## config.mk

```make
export PLATFORM = sky130hd
export DESIGN_NAME = v_dispense
export DESIGN_NICKNAME = d
export VERILOG_FILES = /design/src/rtl/vend_pkg.sv /design/src/rtl/vend_timer.sv /design/src/rtl/v_dispense.sv
export SDC_FILE = /design/constraint.sdc
export NUM_CORES = 1
export LEC_CHECK = 0
export CAP_MARGIN = 0
export CORE_MARGIN = 2
export CORE_UTILIZATION = 55
export DETAILED_ROUTE_END_ITERATION = 10
export PLACE_DENSITY_LB_ADDON = 0.12
export SYNTH_ARGS = -nofsm -noshare
export SYNTH_HDL_FRONTEND = slang
export SYNTH_SLANG_ARGS = --single-unit
```

## constraint.sdc

```tcl
create_clock -name clk -period 2.1 [get_ports clk]
set_input_delay 0.21 -clock clk [delete_from_list [all_inputs] [get_ports clk]]
set_output_delay 0.21 -clock clk [all_outputs]
set_load 0.05 [all_outputs]
```

## src/rtl/vend_pkg.sv

```systemverilog
// Shared types and constants for the v_dispense payout controller.
package vend_pkg;

  typedef enum logic [2:0] {
    ST_IDLE     = 3'd0,
    ST_VEND     = 3'd1,
    ST_COIN_REQ = 3'd2,
    ST_COIN_REL = 3'd3,
    ST_DONE     = 3'd4,
    ST_FAULT    = 3'd5
  } vend_state_e;

  localparam logic [1:0] DRINK_NONE = 2'd0;
  localparam logic [1:0] DRINK_A    = 2'd1;
  localparam logic [1:0] DRINK_B    = 2'd2;
  localparam logic [1:0] DRINK_C    = 2'd3;

  localparam int CD_CHG_MSB = 4;
  localparam int CD_CHG_LSB = 2;
  localparam int CD_DRK_MSB = 1;
  localparam int CD_DRK_LSB = 0;

  function automatic logic [2:0] drink_onehot(input logic [1:0] code);
    logic [2:0] oh;
    case (code)
      DRINK_A: oh = 3'b001;
      DRINK_B: oh = 3'b010;
      DRINK_C: oh = 3'b100;
      default: oh = 3'b000;
    endcase
    return oh;
  endfunction

endpackage

```

## src/rtl/vend_timer.sv

```systemverilog
// 10-bit loadable down-counter shared by the motor run time and the hopper timeout.
module vend_timer (
  input  logic       clk,
  input  logic       reset,
  input  logic       load,
  input  logic [9:0] value,
  output logic       expired
);

  logic [9:0] count_r;

  // Load has priority; otherwise count down and rest at zero.
  always_ff @(posedge clk or posedge reset) begin
    if (reset) begin
      count_r <= 10'd0;
    end else if (load) begin
      count_r <= value;
    end else if (count_r != 10'd0) begin
      count_r <= count_r - 10'd1;
    end else begin
      count_r <= count_r;
    end
  end

  // Expiry on the last counted cycle so a load of N spans exactly N cycles.
  assign expired = (count_r <= 10'd1);

endmodule

```

## src/rtl/v_dispense.sv

```systemverilog
// Vending payout controller: drink motor then coin-by-coin hopper handshake.
// Optional hopper ack timeout enabled by defining VEND_HOPPER_TIMEOUT_EN.
module v_dispense
  import vend_pkg::*;
#(
  parameter int MOTOR_CYCLES   = 16,
  parameter int TIMEOUT_CYCLES = 255
) (
  input  logic       clk,
  input  logic       reset,
  input  logic [4:0] cd,
  input  logic       coin_ack,
  output logic [2:0] motor,
  output logic       coin_req,
  output logic       busy,
  output logic       done,
  output logic [2:0] change_left,
  output logic       ovf,
  output logic       fault
);

  localparam logic [9:0] MOTOR_LOAD   = 10'(MOTOR_CYCLES);
  localparam logic [9:0] TIMEOUT_LOAD = 10'(TIMEOUT_CYCLES);

  vend_state_e state_r, state_nx;
  logic [4:0]  cd_r;
  logic [1:0]  drink_r, drink_nx;
  logic [2:0]  chg_r, chg_nx;
  logic        pend_v_r, pend_v_nx;
  logic [4:0]  pend_cd_r, pend_cd_nx;
  logic        ovf_r, ovf_nx;
  logic        fault_r, fault_nx;
  logic [2:0]  motor_r;
  logic        coin_req_r, busy_r, done_r;

  logic        req_s, start_s, consume_s, store_s;
  logic [4:0]  start_cd_s;
  logic        tload_s, texp_s;
  logic [9:0]  tval_s;

  vend_timer u_timer (
    .clk     (clk),
    .reset   (reset),
    .load    (tload_s),
    .value   (tval_s),
    .expired (texp_s)
  );

  // Next-state, request dispatch and pending-slot bookkeeping.
  always_comb begin
    state_nx   = state_r;
    drink_nx   = drink_r;
    chg_nx     = chg_r;
    pend_v_nx  = pend_v_r;
    pend_cd_nx = pend_cd_r;
    ovf_nx     = ovf_r;
    fault_nx   = fault_r;
    tload_s    = 1'b0;
    tval_s     = MOTOR_LOAD;
    start_s    = 1'b0;
    start_cd_s = 5'd0;
    req_s      = (cd_r != 5'd0);

    case (state_r)
      ST_IDLE: begin
        if (pend_v_r) begin
          start_s    = 1'b1;
          start_cd_s = pend_cd_r;
        end else if (req_s) begin
          start_s    = 1'b1;
          start_cd_s = cd_r;
        end else begin
          start_s    = 1'b0;
        end
      end
      ST_VEND: begin
        if (texp_s) begin
          if (chg_r != 3'd0) begin
            state_nx = ST_COIN_REQ;
            tload_s  = 1'b1;
            tval_s   = TIMEOUT_LOAD;
          end else begin
            state_nx = ST_DONE;
          end
        end else begin
          state_nx = ST_VEND;
        end
      end
      ST_COIN_REQ: begin
        if (coin_ack) begin
          state_nx = ST_COIN_REL;
          chg_nx   = chg_r - 3'd1;
          tload_s  = 1'b1;
          tval_s   = TIMEOUT_LOAD;
`ifdef VEND_HOPPER_TIMEOUT_EN
        end else if (texp_s) begin
          state_nx = ST_FAULT;
          fault_nx = 1'b1;
`endif
        end else begin
          state_nx = ST_COIN_REQ;
        end
      end
      ST_COIN_REL: begin
        if (!coin_ack) begin
          if (chg_r != 3'd0) begin
            state_nx = ST_COIN_REQ;
            tload_s  = 1'b1;
            tval_s   = TIMEOUT_LOAD;
          end else begin
            state_nx = ST_DONE;
          end
`ifdef VEND_HOPPER_TIMEOUT_EN
        end else if (texp_s) begin
          state_nx = ST_FAULT;
          fault_nx = 1'b1;
`endif
        end else begin
          state_nx = ST_COIN_REL;
        end
      end
      ST_DONE: begin
        if (pend_v_r) begin
          start_s    = 1'b1;
          start_cd_s = pend_cd_r;
        end else begin
          state_nx   = ST_IDLE;
        end
      end
      ST_FAULT: state_nx = ST_FAULT;
      default:  state_nx = ST_IDLE;
    endcase

    if (start_s) begin
      drink_nx = start_cd_s[CD_DRK_MSB:CD_DRK_LSB];
      chg_nx   = start_cd_s[CD_CHG_MSB:CD_CHG_LSB];
      tload_s  = 1'b1;
      if (start_cd_s[CD_DRK_MSB:CD_DRK_LSB] != DRINK_NONE) begin
        state_nx = ST_VEND;
        tval_s   = MOTOR_LOAD;
      end else begin
        state_nx = ST_COIN_REQ;
        tval_s   = TIMEOUT_LOAD;
      end
    end else begin
      drink_nx = drink_nx;
    end

    // A slot freed this cycle can take the new arrival without overflowing.
    consume_s = start_s && pend_v_r;
    store_s   = req_s && (state_r != ST_FAULT) && !(state_r == ST_IDLE && !pend_v_r);
    if (store_s) begin
      if (pend_v_r && !consume_s) begin
        ovf_nx = 1'b1;
      end else begin
        pend_v_nx  = 1'b1;
        pend_cd_nx = cd_r;
      end
    end else if (consume_s) begin
      pend_v_nx = 1'b0;
    end else begin
      pend_v_nx = pend_v_r;
    end
  end

  // State, datapath and registered outputs derived from the next state.
  always_ff @(posedge clk or posedge reset) begin
    if (reset) begin
      state_r    <= ST_IDLE;
      cd_r       <= 5'd0;
      drink_r    <= DRINK_NONE;
      chg_r      <= 3'd0;
      pend_v_r   <= 1'b0;
      pend_cd_r  <= 5'd0;
      ovf_r      <= 1'b0;
      fault_r    <= 1'b0;
      motor_r    <= 3'b000;
      coin_req_r <= 1'b0;
      busy_r     <= 1'b0;
      done_r     <= 1'b0;
    end else begin
      state_r    <= state_nx;
      cd_r       <= cd;
      drink_r    <= drink_nx;
      chg_r      <= chg_nx;
      pend_v_r   <= pend_v_nx;
      pend_cd_r  <= pend_cd_nx;
      ovf_r      <= ovf_nx;
      fault_r    <= fault_nx;
      motor_r    <= (state_nx == ST_VEND) ? drink_onehot(drink_nx) : 3'b000;
      coin_req_r <= (state_nx == ST_COIN_REQ);
      busy_r     <= (state_nx != ST_IDLE) || pend_v_nx;
      done_r     <= (state_nx == ST_DONE);
    end
  end

  assign motor       = motor_r;
  assign coin_req    = coin_req_r;
  assign busy        = busy_r;
  assign done        = done_r;
  assign change_left = chg_r;
  assign ovf         = ovf_r;
  assign fault       = fault_r;

endmodule

```

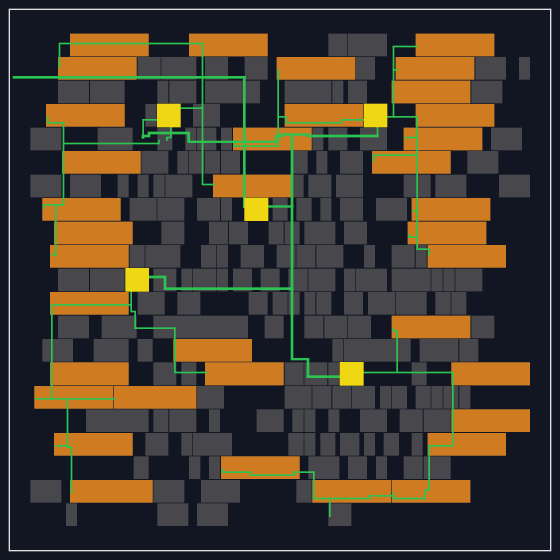
(images/clock_wires.png)
yellow -> clock-net drivers  # count 5
green -> clock wires  # length 417 um
orange -> flip-flops  # count 36
routed clock nets = 6
flops lie = all over the die
Clk power: 486 uW
Final Skew: 5.44 ps

==> results.yml <==
# implementation run metrics
run_status:
  status: "complete, no violations"
worst_setup_path:
  path_cells: "inv_1, ha_1, o21ba_1, and2_1, and3_1, or4_1"
  cp_data_required_time_ps: 2330
  worst_setup_path_start_kind: "flip-flop"
  cp_num_buf_inv: 1
  end_kind: "flip-flop"
  worstPathArrival_ps: 2200
cells_and_area:
  nNonClkInverters: 6
  sh_seq_area: 0.400
  clkCellAreaFrac: 0.0355
  syn_to_final_growth_pct: 19.9
  drive_gt1_frac: 0.167
  buf_share: 0.117
  final_cell_mix: "34 x dfrtp_1, 19 x nand2_1, 17 x clkdlybuf4s50_1"
  fin_util: 0.682
  n_all_buffers: 28
  antenna_cells: 0
synth:
  synth_top_cell_by_count: "dfrtp_1"
  yosysCellCount: 187
  edf_count: 0
  synthesis.area_um2: 1880
  synthCells: 187
  compound_area_frac: 0.147
  ys_chip_area_um2: 1880
  ys_top_logic_family: "simple AND/OR/NAND/NOR gates"
  numSynthFlops: 36
  syn_avg_cell_area_um2: 10.1
place:
  io_buffers: 17
  dpl.hpwl_mm: 2.77
floorplan:
  rows: 21
  initial_utilization: 0.569
  ios: 19
  dieArea_um2: 3910
clock_tree:
  clkLatencyLatePin_ps: 350
  cts_tree: "done"
  cts.hold.buffers_added: 0
  clk_pin_slew_worst_paths_ps: 110
global_route:
  antenna_found_initial: 0
sta:
  worst-slew-pin-transition_ps: 577
  clock.fmax_mhz: 509
  setup_violations: 0
pwr:
  combPwrFrac: 0.461
  power_density_nw_per_um2: 1360
  p_int_uw: 1830
  p_clk_frac: 0.158
  p_total_uw: 3080
drt:
  drtPass1Iterations: 7
  vias: 1479
  ant_nets: 0
worst_hold_path:
  hold_class: "in -> async"
flow_run:
  warning_count: 28
  maxCapViolations: 0
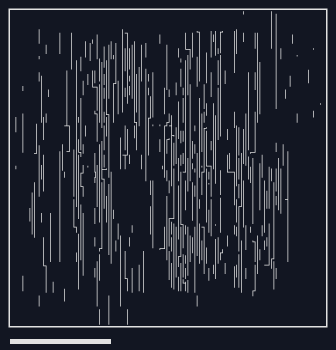
(images/m2.png)
The bar under the picture is 20 um long.
wire length on this layer = 1,850 um
main direction = vertical
nets with wire on the layer = 191
longest straight run = 28.9 um

-- routing by layer --
layer / track usage / vias up / part of all wire
met2: 0.359 / 33 / 0.50
met3: 0.0649 / 6 / 0.040
met4: 0.0583 / 0 / 0.012
met1: 0.271 / 711 / 0.44
li1: - / 729 / -
met5: 0 / - / 0
-- worst paths after layout --
path / slack [ps] / to / cells past startpoint / from
min reg2reg: 490 / ovf$_DFFE_PP0P_ / 1 / ovf$_DFFE_PP0P_
min: 200 / u_timer.count_r[9]$_DFFE_PP0P_ / 2 / reset
max in group asynchronous: 1390 / pend_cd_r[2]$_DFFE_PP0P_ / 3 / reset
max reg2reg: 130 / u_timer.count_r[4]$_DFFE_PP0P_ / 6 / u_timer.count_r[0]$_DFFE_PP0P_
min in group clk: 280 / cd_r[1]$_DFF_PP0_ / 1 / cd[1]
max: 130 / u_timer.count_r[4]$_DFFE_PP0P_ / 6 / u_timer.count_r[0]$_DFFE_PP0P_
-- through the flow --
stage                     setup slack, ps  std cells  cell area [um2]
after floorplan                      90.1        187             1890
after global placement                123        251             2150
after detailed placement             38.4        251             2150
after CTS                            10.0        259             2230
after global routing                 20.9        262             2260
final                                 134        262             2260
-- sequential cells by signal, indices dropped and copies added (netlist names) --
signal	cells
done	1
cd_r	5
pend_v_r	1
drink_r	2
coin_req	1
u_timer.count_r	10
ovf	1
change_left	3
state_r	3
busy	1
motor	3
pend_cd_r	5
-- power by group through the flow --
stage	Sequential, uW	Clock (uW)	Combinational (uW)
2_1_floorplan	1270	0	919
3_3_place_gp	1170	0	1360
3_5_place_dp	1180	0	1400
4_1_cts	1170	497	1410
5_1_grt	1210	533	1560
6_report	1170	486	1420
-- repair_timing --
item | CTS | global route
gates resized | 0 | 1
endpoints found under the setup margin | 0 | 8
buffers inserted | 0 | 3
endpoints found under the hold margin | 0 | 0
Power figures rest on the tool's default switching activity, not on a simulated workload.
